<file path="src/rtl/inst_sequencer.sv">
// rtl/inst_sequencer.sv - instruction timing sequencer: slot counter, one-hot strobes, opcode decode, start/halt.
// Optional interrupt cycle enabled by defining INST_SEQ_INTR_EN.
module inst_sequencer #(
    parameter int RREF_LAST = 7,
    parameter int MREF_LAST = 11
) (
    input  logic        clk,
    input  logic        rst_n,
    input  logic        run,
    input  logic [15:0] ir_odat,
`ifdef INST_SEQ_INTR_EN
    input  logic        irq,
    output logic        int_cycle,
`endif
    output logic [15:0] dec_signal,
    output logic [7:0]  dec,
    output logic [3:0]  sc,
    output logic        running,
    output logic        halted
);

    typedef enum logic [1:0] {
        S_IDLE = 2'd0,
        S_RUN  = 2'd1,
        S_HALT = 2'd2,
        S_INT  = 2'd3
    } state_t;

    localparam logic [3:0] RREF_END = RREF_LAST[3:0];
    localparam logic [3:0] MREF_END = MREF_LAST[3:0];

    state_t     state_q, state_d;
    logic [3:0] sc_q, sc_d;
    logic [7:0] dec_q, dec_d;
    logic       hlt_q, hlt_d;
    logic [3:0] last_slot;
    logic       hlt_sample;
    logic       inst_end;

`ifdef INST_SEQ_INTR_EN
    logic       ien_q, ien_d;
    logic       io_slot;
    logic       ir_unused;
    assign ir_unused = ^{ir_odat[11:8], ir_odat[5:1]};
`else
    logic       ir_unused;
    assign ir_unused = ^{ir_odat[11:1]};
`endif

    always_ff @(posedge clk or negedge rst_n) begin
        if (!rst_n) begin
            state_q <= S_IDLE;
            sc_q    <= 4'd0;
            dec_q   <= 8'h00;
            hlt_q   <= 1'b0;
`ifdef INST_SEQ_INTR_EN
            ien_q   <= 1'b0;
`endif
        end else begin
            state_q <= state_d;
            sc_q    <= sc_d;
            dec_q   <= dec_d;
            hlt_q   <= hlt_d;
`ifdef INST_SEQ_INTR_EN
            ien_q   <= ien_d;
`endif
        end
    end

    // dec[7] is the current instruction's class from slot 4 onward, which is
    // all that matters since every end slot lies beyond slot 3.
    assign last_slot  = dec_q[7] ? RREF_END : MREF_END;
    assign hlt_sample = (sc_q == 4'd6) && dec_q[7] && !ir_odat[15] && ir_odat[0];
    assign inst_end   = (sc_q == last_slot) || (sc_q == 4'hF);
`ifdef INST_SEQ_INTR_EN
    assign io_slot    = (sc_q == 4'd6) && dec_q[7] && ir_odat[15];
`endif

    always_comb begin
        state_d = state_q;
        sc_d    = sc_q;
        dec_d   = dec_q;
        hlt_d   = hlt_q;
`ifdef INST_SEQ_INTR_EN
        ien_d   = ien_q;
`endif
        case (state_q)
            S_IDLE, S_HALT: begin
                sc_d  = 4'd0;
                hlt_d = 1'b0;
                if (run) begin
                    state_d = S_RUN;
                end
            end
            S_RUN: begin
                if (sc_q == 4'd3) begin
                    dec_d = 8'h01 << ir_odat[14:12];
                end
                if (hlt_sample) begin
                    hlt_d = 1'b1;
                end
`ifdef INST_SEQ_INTR_EN
                // IOF is checked last so it wins when both bits are set.
                if (io_slot && ir_odat[7]) begin
                    ien_d = 1'b1;
                end
                if (io_slot && ir_odat[6]) begin
                    ien_d = 1'b0;
                end
`endif
                if (inst_end) begin
                    sc_d  = 4'd0;
                    hlt_d = 1'b0;
                    if (hlt_q || hlt_sample) begin
                        state_d = S_HALT;
`ifdef INST_SEQ_INTR_EN
                    end else if (ien_q && irq) begin
                        state_d = S_INT;
`endif
                    end
                end else begin
                    sc_d = sc_q + 4'd1;
                end
            end
`ifdef INST_SEQ_INTR_EN
            S_INT: begin
                if (sc_q == 4'd5) begin
                    sc_d    = 4'd0;
                    ien_d   = 1'b0;
                    state_d = S_RUN;
                end else begin
                    sc_d = sc_q + 4'd1;
                end
            end
`endif
            default: begin
                state_d = S_IDLE;
                sc_d    = 4'd0;
            end
        endcase
    end

    assign running    = (state_q == S_RUN) || (state_q == S_INT);
    assign halted     = (state_q == S_HALT);
    assign dec_signal = running ? (16'h0001 << sc_q) : 16'h0000;
    assign dec        = dec_q;
    assign sc         = sc_q;
`ifdef INST_SEQ_INTR_EN
    assign int_cycle  = (state_q == S_INT);
`endif

endmodule

</file>
<file path="config.mk">
export PLATFORM = sky130hd
export DESIGN_NAME = inst_sequencer
export DESIGN_NICKNAME = d
export VERILOG_FILES = /design/src/rtl/inst_sequencer.sv
export SDC_FILE = /design/constraint.sdc
export NUM_CORES = 1
export LEC_CHECK = 0
export ABC_AREA = 1
export CAP_MARGIN = 20
export CORE_UTILIZATION = 30
export CTS_BUF_LIST = sky130_fd_sc_hd__clkbuf_4 sky130_fd_sc_hd__clkbuf_8
export DETAILED_ROUTE_END_ITERATION = 8
export SYNTH_ARGS = -nofsm -noshare
export SYNTH_HDL_FRONTEND = slang
export SYNTH_SLANG_ARGS = --single-unit
</file>
<file path="constraint.sdc">
create_clock -name clk -period 1.85 [get_ports clk]
set_clock_uncertainty 0.15 [all_clocks]
set_input_delay 0.185 -clock clk [delete_from_list [all_inputs] [get_ports clk]]
set_output_delay 0.185 -clock clk [all_outputs]
set_load 0.05 [all_outputs]
</file>
==> impl_metrics.ini, run 1 <==
; flow metrics
[synthesis]
logic_family = simple AND/OR/NAND/NOR gates
syn_area_per_cell_sq_um = 7.597
largest_area_cell = dfrtp_1
synth_area_sq_um = 957.2

[final_timing]
hold_viol_final = 0
whs_ns = 0.05157
tightest_slew_ns = 0.4987
rsz0062_at_grt = true

[cells_and_area]
regArea_sq_um = 380.4
inverters_excl_clock = 18
fillCellCount = 301
fin_nets = 191

[outcome]
status = complete, no violations

[pwr]
peakVddDrop_uv = 914.2
pg_seq_uw = 616

[worst_setup_path]
cp.required_ns = 1.51
worstSetupPathType = register to primary output
end_kind = primary output

[floorplan]
io_pins = 49
dieArea_sq_mm = 0.003421

[global_routing]
grt_busiest_layer = met2
grtUsageMet3_pct = 3.297
grt_pass1_vias = 796

[placed_design]
placed_cell_area_sq_mm = 0.001526
-- run 1: worst paths after layout --
check / endpoint / slack, ns / depth (start not counted)
setup / recovery: dec[3] / 0.06 / 1
hold / removal: dec[0]$_DFFE_PN0P_ / 0.05 / 2
setup reg to reg: hlt_q$_DFFE_PN0P_ / 0.29 / 9
hold reg to reg: dec[5]$_DFFE_PN0P_ / 0.35 / 2
max in group asynchronous: sc[1]$_DFF_PN0_ / 1.31 / 2
min in group clk: dec[5]$_DFFE_PN0P_ / 0.35 / 2
-- run 1: metal layers --
| metal | up-vias | wire length (um) |
|---|---|---|
| li1 | 460 | - |
| met5 | - | 0 |
| met4 | 0 | 34 |
| met3 | 5 | 145 |
| met1 | 380 | 869 |
| met2 | 34 | 926 |
Run 1, placement by cell class:
Bar = 20 um.
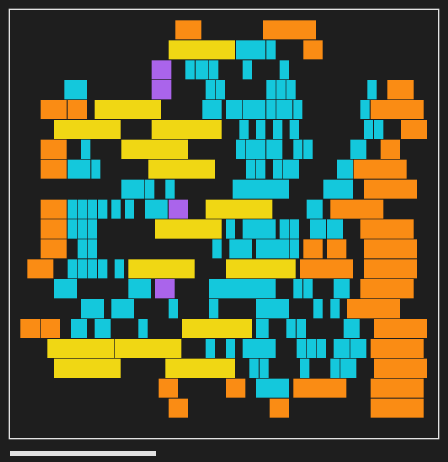
legend:
  yellow:
    class: sequential cells
    cells: 15
    share_of_their_area: 25%
  orange:
    class: remaining buffers and delay cells
    cells: 38
    share_of_their_area: 34%
  purple:
    class: clock drivers and dummy loads
    cells: 4
    share_of_their_area: 2.0%
  cyan:
    class: combinational and other logic
    cells: 108
    share_of_their_area: 39%

Run 1, register map, names as in the netlist:
Bar = 20 um.
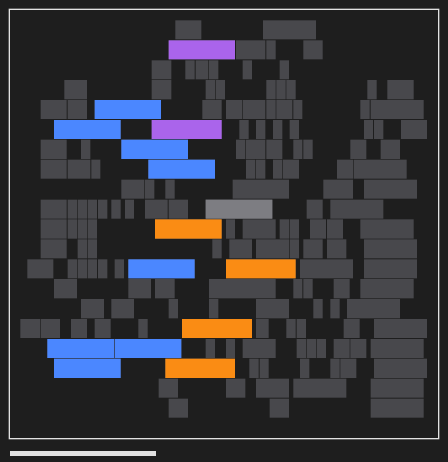
legend:
  purple:
    netlist_name: `state_q`
    placed_flops: 2
  blue:
    netlist_name: `dec`
    placed_flops: 8
  orange:
    netlist_name: `sc`
    placed_flops: 4

Run 1, metal layers overlaid:
Bar = 20 um. Two of the layers only.
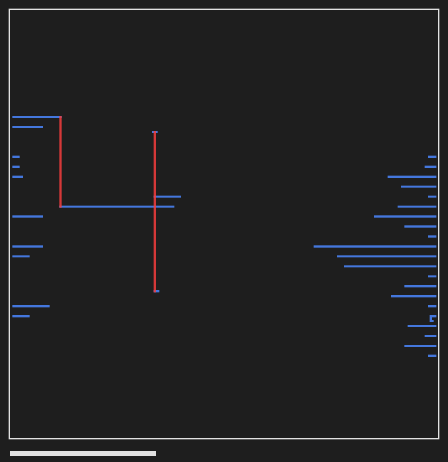
legend:
  red:
    layer: metal 4
    wire_length: 34.0 um
  blue:
    layer: metal 3
    wire_length: 145 um

Run 1, selected gate families:
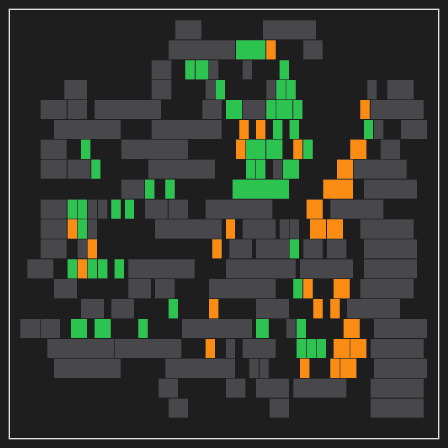

## Run 2: what changed since run 1
Settings changed: CELL_PAD_IN_SITES_DETAIL_PLACEMENT from default to 0, CELL_PAD_IN_SITES_GLOBAL_PLACEMENT from default to 2, CORE_UTILIZATION 30 to 21, GPL_ROUTABILITY_DRIVEN from default to 0, PLACE_DENSITY_LB_ADDON from default to 0.1.
Run 2, selected gate families:
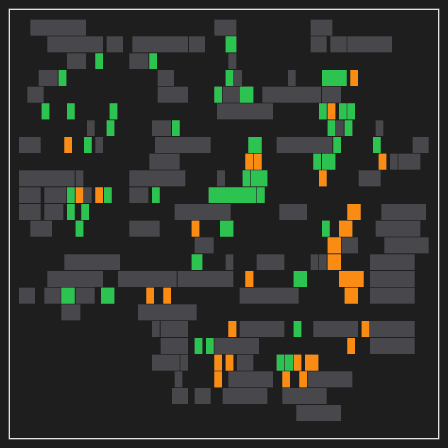
legend:
  orange:
    family: nor cells
    cells: 29
    most_used: nor2_1
  green:
    family: nand cells
    cells: 45
    most_used: nand2_1

==> impl_metrics.ini, run 2 <==
; flow metrics
[final_timing]
tightest_slew_ns = 0.4972
drv_slew = 0
whs_ns = 0.1122
rsz0062_at_grt = true
hold_viol_final = 0

[synthesis]
synth_top_area_share_pct = 39.22
largest_area_cell = dfrtp_1
syn_area_per_cell_sq_um = 7.597
simple_gate_share_pct = 33.59
synth_area_sq_um = 957.2
logic_family = simple AND/OR/NAND/NOR gates
synth_top_cell_by_count = nand2_1

[floorplan]
fp.coreArea_sq_mm = 0.004354
fp_util_pct = 21.98
dieWidth_um = 69.51
dieArea_sq_mm = 0.004832
io_pins = 49

[global_routing]
grt_pass1_vias = 886
grt_max_degree = 17
grt_use_met2_pct = 17.26
gr-usage-met1_pct = 15.14
grt_busiest_layer = met2
grtUsageMet3_pct = 1.890

[clock_tree]
root_buffer = clkbuf_8
htree_num_levels = 1

[worst_setup_path]
rr_worst_depth = 9
cp.depth = 5
end_kind = primary output
cp.required_ns = 1.51
worstSetupPathType = register to primary output

[routing]
met1Wirelength_mm = 1.165
drt_iter0_markers = 17
wl_met3_um = 95
met2_length_mm = 1.090
top_layer = met4

[pwr]
total_power_uw = 3000
combPwrFrac_pct = 69.9
peakVddDrop_uv = 749.3

[cells_and_area]
diodes = 0
inverters_excl_clock = 18
fin_nets = 191
final_layout_top_logic_cell = nand2_1
regArea_sq_um = 380.4

[outcome]
status = complete, no violations

[placed_design]
placed_cell_area_sq_mm = 0.001534
Run 2, track usage over the die:
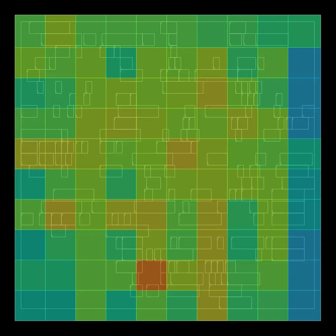
Routed WL per cell: 10.89 um
gr usage total: 11.02%

[run 2: cell counts after synthesis]
Identical to the previous run, type by type.
[run 2: power by group through the flow]
stage	logic, uW	registers, uW	clock network [uW]
finish	2100	624	279
global route	2240	654	319
CTS	2110	616	292
detailed placement	2100	618	0
global placement	2080	611	0
floorplan	911	1040	0
[run 2: repair_timing]
item,CTS,global route
pin swaps,0,1
gates resized,3,7
endpoints found under the setup margin,11,11
endpoints found under the hold margin,0,0
[run 2: path summary, 6_finish.rpt]
path	to	slack, ns
min reg2reg	dec[0]$_DFFE_PN0P_	0.34
max reg2reg	hlt_q$_DFFE_PN0P_	0.31
min in group clk	dec[0]$_DFFE_PN0P_	0.34
max	dec_signal[2]	0.08
max in group asynchronous	sc[0]$_DFF_PN0_	1.23
min	dec[3]$_DFFE_PN0P_	0.11
## Run 3: what changed since run 2
Settings changed: CTS_CLUSTER_SIZE from default to 28.
Run 3, selected gate families:
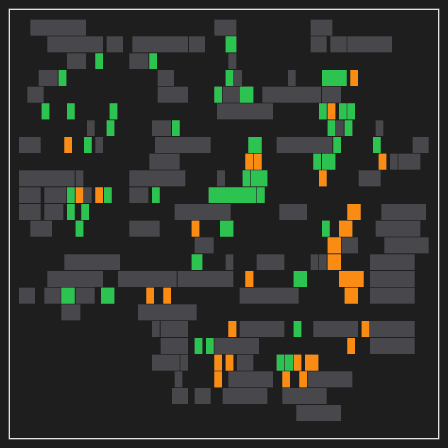
legend:
  orange:
    family: nor cells
    cells: 29
    most_used: nor2_1
  green:
    family: nand cells
    cells: 45
    most_used: nand2_1

Run 3, metal layers overlaid:
Bar = 20 um. Two of the layers only.
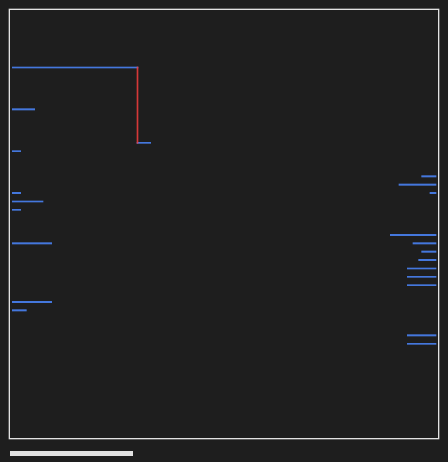
legend:
  blue:
    layer: metal 3
    wire_length: 95.4 um
  red:
    layer: metal 4
    wire_length: 12.2 um

==> impl_metrics.ini, run 3 <==
; flow metrics
[outcome]
status = complete, no violations

[worst_setup_path]
cp.depth = 5
reg2reg_to = hlt_q$_DFFE_PN0P_
rr_worst_depth = 9
end_kind = primary output
reg2reg_slack_ns = 0.31
worstSetupPathType = register to primary output

[synthesis]
synth_top_cell_by_count = nand2_1
largest_area_cell = dfrtp_1
synth_area_sq_um = 957.2

[placed_design]
placed_cell_area_sq_mm = 0.001534

[global_routing]
grtUsageMet3_pct = 1.890
grt.total_usage_pct = 11.02
grt_pass1_vias = 886
gr-usage-met1_pct = 15.14
grt_max_degree = 17

[floorplan]
dieArea_sq_mm = 0.004832
fp_util_pct = 21.98
io_pins = 49
fp.coreArea_sq_mm = 0.004354
dieWidth_um = 69.51

[cells_and_area]
diodes = 0

[routing]
met1Wirelength_mm = 1.165
wl_met3_um = 95

[clock_tree]
ctsResizeCount = 3
htree_num_levels = 1

[final_timing]
rsz0062_at_grt = true
==> run 3: area by class of cell <==
class	instances	area, sq um
clock buffer	4	48.80
fill	462	2744
inverter	18	72.57
multi-input combinational	90	523.0
sequential	15	380.4
tap	52	65.06
timing repair buffer	38	520.5
==> run 3: kinds of logic after synthesis <==
group	count (synthesis)	share of synthesized area (%)
buffers and inverters	21	10.33
flip-flops	15	39.22
AND/OR/NAND/NOR	74	33.59
XOR/XNOR	1	0.9152
adder cells (fa/ha/maj)	6	7.843
AND-OR/OR-AND	9	8.105
==> run 3: power breakdown <==
| group | total [uW] | switching, uW | internal, uW |
|---|---|---|---|
| Combinational | 2100 | 1340 | 752 |
| Clock | 279 | 112 | 167 |
| Sequential | 624 | 151 | 473 |
No activity file was given, so power comes from the tool's default toggle rates.
